**config.mk**
```make
export PLATFORM = sky130hd
export DESIGN_NAME = renew_request_dispatcher
export DESIGN_NICKNAME = d
export VERILOG_FILES = /design/src/rtl/renew_request_dispatcher.sv
export SDC_FILE = /design/constraint.sdc
export NUM_CORES = 1
export LEC_CHECK = 0
export ABC_AREA = 1
export CAP_MARGIN = 20
export CORE_MARGIN = 8
export CORE_UTILIZATION = 45
export DETAILED_ROUTE_END_ITERATION = 10
export PLACE_DENSITY = 0.77
export SLEW_MARGIN = 25
export SYNTH_ARGS = -nofsm -noshare
export SYNTH_HDL_FRONTEND = slang
export SYNTH_SLANG_ARGS = --single-unit
export TNS_END_PERCENT = 10
```
**constraint.sdc**
```tcl
create_clock -name clk -period 1.6 [get_ports clk]
set_input_delay 0.24 -clock clk [delete_from_list [all_inputs] [get_ports clk]]
set_output_delay 0.24 -clock clk [all_outputs]
set_load 0.02 [all_outputs]
```
**src/rtl/renew_request_dispatcher.sv**
```systemverilog
// ============================================================================
// renew_request_dispatcher
// ----------------------------------------------------------------------------
// Issue-side front end of the multi-processor manager. Accepts one decoded
// register-renew request at a time, holds it until none of its registers is
// busy in the register manager's table, selects processor 1 or 2, fires a
// single-cycle boot pulse and then waits for the chosen processor to leave
// idle. Barrier requests instead wait for both processors to be synchronized
// and idle.
//
// Ports
//   clk, rst_n                 clock, asynchronous active-low reset
//   req_valid / req_ready      request handshake (ready only in IDLE)
//   req_sync                   barrier request, no boot issued
//   req_three                  1 = three destinations, 0 = rd1 only
//   req_rd                     destinations {rd3, rd2, rd1}
//   req_rs1, req_rs2           source registers
//   processor_idle_1/_2        processor idle flags
//   processing_register_table  busy-register mask from the register manager
//   synchronized_processors    both processors synchronized
//   boot_renew_register_1      single-register boot to processor 1 (pulse)
//   boot_renew_register_2      single-register boot to processor 2 (pulse)
//   boot_renew_3registers_2    three-register boot to processor 2 (pulse)
//   register_num               destinations of the last captured request
//   issue_target               0 = processor 1, 1 = processor 2 (last issue)
//   barrier_done               pulse when a barrier completes
//   timeout_err                pulse when the target never left idle
// ============================================================================
module renew_request_dispatcher #(
   parameter int REGISTER_AMOUNT = 32,
   parameter int REG_CTN_WIDTH   = $clog2(REGISTER_AMOUNT),
   parameter int ACCEPT_TIMEOUT  = 15
) (
   input  logic                         clk,
   input  logic                         rst_n,
   input  logic                         req_valid,
   output logic                         req_ready,
   input  logic                         req_sync,
   input  logic                         req_three,
   input  logic [REG_CTN_WIDTH*3-1:0]   req_rd,
   input  logic [REG_CTN_WIDTH-1:0]     req_rs1,
   input  logic [REG_CTN_WIDTH-1:0]     req_rs2,
   input  logic                         processor_idle_1,
   input  logic                         processor_idle_2,
   input  logic [0:REGISTER_AMOUNT-1]   processing_register_table,
   input  logic                         synchronized_processors,
   output logic                         boot_renew_register_1,
   output logic                         boot_renew_register_2,
   output logic                         boot_renew_3registers_2,
   output logic [REG_CTN_WIDTH*3-1:0]   register_num,
   output logic                         issue_target,
   output logic                         barrier_done,
   output logic                         timeout_err
);

   localparam int CNT_WIDTH = $clog2(ACCEPT_TIMEOUT + 1);
   localparam logic [CNT_WIDTH-1:0] TIMEOUT_VAL = CNT_WIDTH'(ACCEPT_TIMEOUT);
   localparam logic [CNT_WIDTH-1:0] CNT_ONE     = CNT_WIDTH'(1);

   typedef enum logic [2:0] {
      ST_IDLE        = 3'd0,
      ST_CHECK       = 3'd1,
      ST_ISSUE       = 3'd2,
      ST_WAIT_ACCEPT = 3'd3,
      ST_BARRIER     = 3'd4
   } state_t;

   // Register 0 is hard-wired and can never be busy.
   function automatic logic reg_busy(input logic [0:REGISTER_AMOUNT-1] tbl,
                                     input logic [REG_CTN_WIDTH-1:0]   idx);
      if (idx == {REG_CTN_WIDTH{1'b0}}) begin
         reg_busy = 1'b0;
      end else begin
         reg_busy = tbl[idx];
      end
   endfunction

   state_t                        state_q, state_d;
   logic                          req_ready_q, req_ready_d;
   logic                          three_q, three_d;
   logic [REG_CTN_WIDTH-1:0]      rs1_q, rs1_d;
   logic [REG_CTN_WIDTH-1:0]      rs2_q, rs2_d;
   logic [REG_CTN_WIDTH*3-1:0]    register_num_q, register_num_d;
   logic                          issue_target_q, issue_target_d;
   logic                          boot_1_q, boot_1_d;
   logic                          boot_2_q, boot_2_d;
   logic                          boot_3_q, boot_3_d;
   logic                          barrier_done_q, barrier_done_d;
   logic                          timeout_err_q, timeout_err_d;
   logic [CNT_WIDTH-1:0]          cnt_q, cnt_d;

   logic                          hazard_s;
   logic                          target_idle_s;
   logic [CNT_WIDTH-1:0]          cnt_inc_s;

   // Next-state, capture buffers and boot/pulse decisions.
   always_comb begin
      state_d        = state_q;
      three_d        = three_q;
      rs1_d          = rs1_q;
      rs2_d          = rs2_q;
      register_num_d = register_num_q;
      issue_target_d = issue_target_q;
      boot_1_d       = 1'b0;
      boot_2_d       = 1'b0;
      boot_3_d       = 1'b0;
      barrier_done_d = 1'b0;
      timeout_err_d  = 1'b0;
      cnt_d          = cnt_q;

      // rd2/rd3 only matter for three-destination requests.
      hazard_s = reg_busy(processing_register_table, rs1_q)
               | reg_busy(processing_register_table, rs2_q)
               | reg_busy(processing_register_table, register_num_q[REG_CTN_WIDTH-1:0])
               | (three_q & (reg_busy(processing_register_table,
                                      register_num_q[2*REG_CTN_WIDTH-1:REG_CTN_WIDTH])
                           | reg_busy(processing_register_table,
                                      register_num_q[3*REG_CTN_WIDTH-1:2*REG_CTN_WIDTH])));
      target_idle_s = issue_target_q ? processor_idle_2 : processor_idle_1;
      cnt_inc_s     = cnt_q + CNT_ONE;

      case (state_q)
         ST_IDLE: begin
            if (req_valid) begin
               three_d        = req_three;
               rs1_d          = req_rs1;
               rs2_d          = req_rs2;
               register_num_d = req_rd;
               state_d        = req_sync ? ST_BARRIER : ST_CHECK;
            end else begin
               state_d = ST_IDLE;
            end
         end
         // Boot flops are set on the way into ISSUE so the pulse is
         // registered and coincides with the ISSUE cycle.
         ST_CHECK: begin
            if (hazard_s) begin
               state_d = ST_CHECK;
            end else if (three_q) begin
               if (processor_idle_2) begin
                  issue_target_d = 1'b1;
                  boot_3_d       = 1'b1;
                  state_d        = ST_ISSUE;
               end else begin
                  state_d = ST_CHECK;
               end
            end else if (processor_idle_1) begin
               issue_target_d = 1'b0;
               boot_1_d       = 1'b1;
               state_d        = ST_ISSUE;
            end else if (processor_idle_2) begin
               issue_target_d = 1'b1;
               boot_2_d       = 1'b1;
               state_d        = ST_ISSUE;
            end else begin
               state_d = ST_CHECK;
            end
         end
         ST_ISSUE: begin
            cnt_d   = {CNT_WIDTH{1'b0}};
            state_d = ST_WAIT_ACCEPT;
         end
         ST_WAIT_ACCEPT: begin
            if (!target_idle_s) begin
               state_d = ST_IDLE;
            end else if (cnt_inc_s == TIMEOUT_VAL) begin
               // Counter saturates at the limit; the request is dropped.
               cnt_d         = cnt_inc_s;
               timeout_err_d = 1'b1;
               state_d       = ST_IDLE;
            end else begin
               cnt_d   = cnt_inc_s;
               state_d = ST_WAIT_ACCEPT;
            end
         end
         ST_BARRIER: begin
            if (synchronized_processors && processor_idle_1 && processor_idle_2) begin
               barrier_done_d = 1'b1;
               state_d        = ST_IDLE;
            end else begin
               state_d = ST_BARRIER;
            end
         end
         default: begin
            state_d = ST_IDLE;
         end
      endcase

      req_ready_d = (state_d == ST_IDLE);
   end

   // State, buffers and registered outputs.
   always_ff @(posedge clk or negedge rst_n) begin
      if (!rst_n) begin
         state_q        <= ST_IDLE;
         req_ready_q    <= 1'b1;
         three_q        <= 1'b0;
         rs1_q          <= {REG_CTN_WIDTH{1'b0}};
         rs2_q          <= {REG_CTN_WIDTH{1'b0}};
         register_num_q <= {(REG_CTN_WIDTH*3){1'b0}};
         issue_target_q <= 1'b0;
         boot_1_q       <= 1'b0;
         boot_2_q       <= 1'b0;
         boot_3_q       <= 1'b0;
         barrier_done_q <= 1'b0;
         timeout_err_q  <= 1'b0;
         cnt_q          <= {CNT_WIDTH{1'b0}};
      end else begin
         state_q        <= state_d;
         req_ready_q    <= req_ready_d;
         three_q        <= three_d;
         rs1_q          <= rs1_d;
         rs2_q          <= rs2_d;
         register_num_q <= register_num_d;
         issue_target_q <= issue_target_d;
         boot_1_q       <= boot_1_d;
         boot_2_q       <= boot_2_d;
         boot_3_q       <= boot_3_d;
         barrier_done_q <= barrier_done_d;
         timeout_err_q  <= timeout_err_d;
         cnt_q          <= cnt_d;
      end
   end

   assign req_ready               = req_ready_q;
   assign register_num            = register_num_q;
   assign issue_target            = issue_target_q;
   assign boot_renew_register_1   = boot_1_q;
   assign boot_renew_register_2   = boot_2_q;
   assign boot_renew_3registers_2 = boot_3_q;
   assign barrier_done            = barrier_done_q;
   assign timeout_err             = timeout_err_q;

endmodule

```
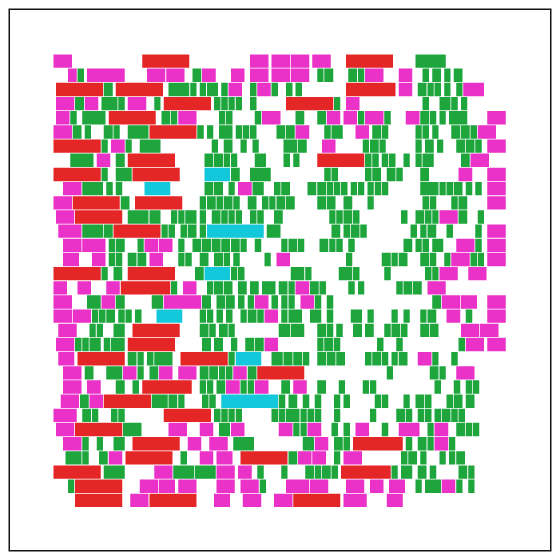
**Above:** run 1 (cell classes on the final placement).
Key: cyan = clock drivers and dummy loads [cells 7]; red = flip-flops [cells 40]; green = all other logic [cells 498]; magenta = other buffers and delay cells [cells 148]
Core ar.: 7570 um^2
Seq/total area: 20.5%
row count: 32
fin area: 4920 um^2

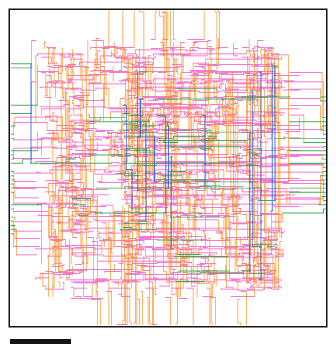
**Above:** run 1 (routed metal, one color a layer).
The bar under the picture is 20 um long.
Key: blue = met4 [wire length 524 um]; magenta = met1 [wire length 5530 um]; orange = met2 [wire length 5890 um]; green = met3 [wire length 902 um]
final WL: 12.9 mm
drt wl/cell: 16.2 um
vias post-DR: 4229

==> results.toml, run 1 <==
# generated from flow reports
[synth]
syn_inst = 562
synth_area_per_cell_um2 = 6.15
ys_cells = 562
synthXorXnorAreaFrac_pct = 0.507
yosysTopAreaCell = "dfrtp_1"
postSynthSeqShare_pct = 29.0
ys_ff = 40
aoi_share_pct = 10.8
fp_nets = 629
netlist_area_um2 = 3460
synth_cell_type_count = 35
ys_warn_count = 0
synthTopCellsByArea = "dfrtp_1 (28%), nand2_1 (22%), nand3_1 (14%)"

[place]
dpl-instance-area_um2 = 4720
dp_cells = 784
dp_slack_ns = -0.526
dp_hpwl_mm = 10.1
io_buffers = 86

[critical_path]
arrival_ns = 2.14
worstSetupEndpointType = "flip-flop"
cp_max_fo = 16
criticalPathCategory = "flip-flop to flip-flop"
setup.worst_path.start = "rs2_q[0]"
start_kind = "flip-flop"
r2r_end = "issue_target"
r2r_cells = 14

[floorplan]
chipArea_um2 = 10700
die-height_um = 104
die_width_um = 104
ios = 87

[pwr]
power_w = 0.00903
maxPowerGroup = "combinational logic"
p_sw_share_pct = 48.6
irDropWorstVdd_mv = 1.19
combinationalPowerShare_pct = 67.9
comb_cell_power_w = 0.00613
clock_net_power_w = 0.000992
pwr-share-seq_pct = 21.1
power.leakage_nw = 2.55
power_density_nw_per_um2 = 1830
p_int_w = 0.00464

[routing]
viasPerCell = 5.32
drc_errors = 0
drtPass1Iterations = 5
initialDrtViolationCount = 237

[clock_tree]
cts_resized = 16
cts_buffer_depth = 2
h-tree-depth = 2
clock_latency_ns = 0.29
clk_pin_slew_ns = 0.08
clkSinkCount = 40
clockRootBuffer = "clkbuf_8"
cts_hold_buffers = 1
cts_tree = "done"

[timing]
hold_viol = 0
holdWs_ns = 0.425
fin_skew_ns = 0.00582
max_freq_mhz = 522
max_slew_margin_pct = 70.2
drv_slew = 0
finalSetupViolCount = 7
setup_ws_ns = -0.315

[grt]
grt_pass1_wl_mm = 21.2
grt_pass1_vias = 4228
grtUsageTotal_pct = 23.7
grt_overflow = 0
grt_max_degree = 41
grt_antenna_before_repair = 0

[cells_and_area]
lay_top_count = "nand2_1"
fin_nets = 760
lay_top_cells = "nand2_1 (199), nand3_1 (94), clkdlybuf4s50_1 (69)"
stdcell_count = 795

[hold_path]
hp-class = "input port to asynchronous set/reset pin"

[status]
status = "finished, violations left"
violations = "negative setup slack"

[job]
warning_count = 30
cap_violations = 0
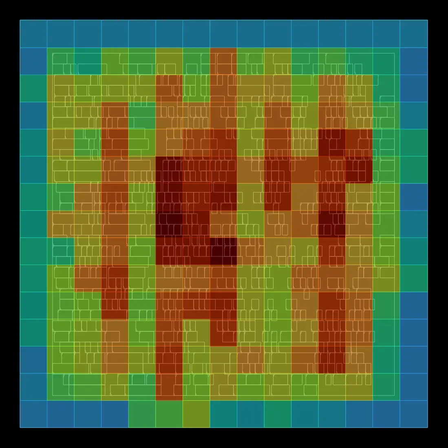
**Above:** run 1 (congestion heat map).
met3 usage: 3.53%
M2 GR Usage: 39.3%
Core Util, Final: 65.1%

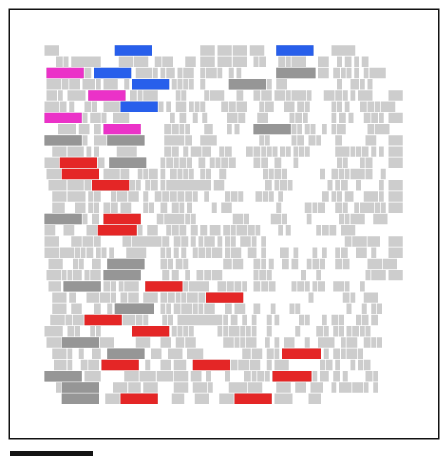
**Above:** run 1 (sequential cells grouped by signal name).
The bar under the picture is 20 um long. Other sequential cells in the stronger gray, the rest of the logic in the fainter gray.
Key: red = register_num [placed flops 15]; magenta = cnt_q [placed flops 4, where north-west]; blue = rs2_q [placed flops 5]
Another 16 sequential cells are not colored.
register area: 1010 um^2
Seq power: 0.00191 W

run 1: area by class of cell:
class / count / area, um^2
sequential: 40 / 1010
timing repair buffer: 148 / 1350
clock inverter: 2 / 60.1
inverter: 71 / 292
tap: 102 / 128
fill: 684 / 2640
clock buffer: 5 / 68.8
multi-input combinational: 427 / 2020
run 1: worst max-delay path, stage by stage, from the launching register on:
cell and delay (ns):
dfrtp_1 0.38, buf_4 0.16, clkinv_8 0.08, nand2_1 0.07
nand3_1 0.10, nand3_1 0.09, nand3_1 0.11, nand2_1 0.06
nand2_1 0.05, nand2_1 0.07, inv_2 0.05, nand2_2 0.05
nor2_4 0.15, nand4_1 0.24, a21oi_2 0.18
run 1: cells in the mapped netlist, drive strengths merged:
cell type / count
a21oi: 30
clkbuf: 4
o22ai: 1
nand3b: 1
ha: 2
nand4: 1
xor2: 1
a31oi: 5
nor2: 36
dfstp: 1
inv: 68
mux2: 10
nand2: 208
buf: 20
o21a: 1
clkinv: 3
nand3: 97
o211ai: 9
xnor2: 1
o21ai: 20
dfrtp: 39
nor3: 4
run 1: layer usage:
| layer | up-vias | part of all wire, % | track usage (%) |
|---|---|---|---|
| li1 | 2062 | - | - |
| met1 | 1925 | 43 | 30.1 |
| met2 | 204 | 46 | 39.3 |
| met3 | 38 | 7.0 | 3.53 |
| met4 | 0 | 4.1 | 10.0 |
| met5 | - | 0 | 0 |
run 1: registers in the layout, summed over array words and instances (netlist names):
name                     count
barrier_done                 1
boot_renew_3registers_2      1
boot_renew_register_1        1
boot_renew_register_2        1
cnt_q                        4
issue_target                 1
register_num                15
req_ready                    1
rs1_q                        5
rs2_q                        5
state_q                      3
three_q                      1
timeout_err                  1
## Run 2: what changed since run 1
--- a/config.mk
+++ b/config.mk
@@ -11,7 +11,7 @@
 export CORE_UTILIZATION = 45
 export DETAILED_ROUTE_END_ITERATION = 10
 export PLACE_DENSITY = 0.77
-export SLEW_MARGIN = 25
+export SLEW_MARGIN = 20
 export SYNTH_ARGS = -nofsm -noshare
 export SYNTH_HDL_FRONTEND = slang
 export SYNTH_SLANG_ARGS = --single-unit
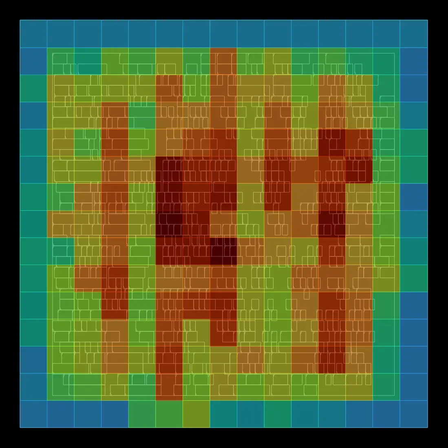
**Above:** run 2 (congestion heat map).
layer with the highest usage: met2
GR Layer Usage met1: 30.1%
GRT Overall Usage: 23.7%

==> results.toml, run 2 <==
# generated from flow reports
[critical_path]
cp_slowest_stage_delay_ns = 0.38
r2r_cells = 14
path_common_cell = "nand2_1"
arrival_ns = 2.14
start_kind = "flip-flop"

[floorplan]
fp.coreArea_um2 = 7570
ios = 87
chipArea_um2 = 10700

[routing]
routed.top_layer = "met4"
route.vias.total = 4229
met2_length_mm = 5.89
drc_errors = 0
drt_wl_total_mm = 12.9
drtPass1Iterations = 5
viasPerCell = 5.32

[timing]
setup_ws_ns = -0.315
finalSetupViolCount = 7
drv_slew = 0
holdWs_ns = 0.425
hold_viol = 0

[synth]
yosysTopAreaCell = "dfrtp_1"
syn_inst = 562
fp_nets = 629
synth_area_per_cell_um2 = 6.15
ys_ff = 40
synth_cell_type_count = 35
synthTopCellsByArea = "dfrtp_1 (28%), nand2_1 (22%), nand3_1 (14%)"

[status]
status = "finished, violations left"
violations = "negative setup slack"

[job]
cap_violations = 0

[clock_tree]
h-tree-depth = 2
clkSinkCount = 40
cts_buffer_depth = 2
clockRootBuffer = "clkbuf_8"

[pwr]
comb_cell_power_w = 0.00613
irDropWorstVdd_mv = 1.19
maxPowerGroup = "combinational logic"
power.leakage_nw = 2.55
power_sequential_w = 0.00191

[grt]
grt_overflow = 0

[cells_and_area]
nFillCells = 684
comb_area_um2 = 2020
fin_nets = 760
ff_latch_area_um2 = 1010
stdcell_count = 795

[place]
dpl-instance-area_um2 = 4720
io_buffers = 86
dp_cells = 784
dp_slack_ns = -0.526
dp_hpwl_mm = 10.1
## run 2: cell counts after synthesis
Identical to the previous run, type by type.
## run 2: cells by family (layout without fill, tap and decap cells)
| kind of cell | count (synthesis) | count (layout) | share of synthesized area, % |
|---|---|---|---|
| simple gates | 347 | 347 | 42.5 |
| fa+ha+maj | 2 | 2 | 0.724 |
| compound gates | 66 | 66 | 10.8 |
| buf+inv | 95 | 226 | 13.2 |
| flops | 40 | 40 | 29.0 |
| mux | 10 | 10 | 3.26 |
| xor+xnor | 2 | 2 | 0.507 |
## run 2: worst min-delay path, stage by stage
cell	delay (ns)
dlygate4sd3_1	0.51
buf_2	0.12
buf_12	0.23
## run 2: final cells by class
class	count	share of cell area [%]
Multi-Input combinational cell	427	41.0
Tap cell	102	2.59
Clock inverter	2	1.22
Inverter	71	5.92
Sequential cell	40	20.5
Clock buffer	5	1.40
Timing Repair Buffer	148	27.4
## run 2: what timing repair did
action | CTS | global route
hold endpoints to repair | 39 | 0
pin swaps | 1 | 2
setup endpoints to repair | 18 | 12
hold buffers | 1 | 0
resized | 16 | 15
buffers inserted | 3 | 0
## run 2: per-stage QoR
step                      power, W  utilization (%)
after detailed placement   0.00789             62.4
after floorplan            0.00572                -
final                      0.00903             65.1
after CTS                  0.00892             64.5
after global routing       0.00979             65.1
after global placement     0.00780             62.4
## run 2: path summary, 6_finish.rpt
path,from,to,slack (ns)
setup / recovery,rs2_q[0],issue_target,-0.32
hold / removal,rst_n,cnt_q[0],0.42
setup reg to reg,rs2_q[0],issue_target,-0.32
hold reg to reg,three_q,boot_renew_register_2,0.49
max in group asynchronous,rst_n,req_ready,0.90
min in group clk,three_q,boot_renew_register_2,0.49
No activity file was given, so power comes from the tool's default toggle rates.
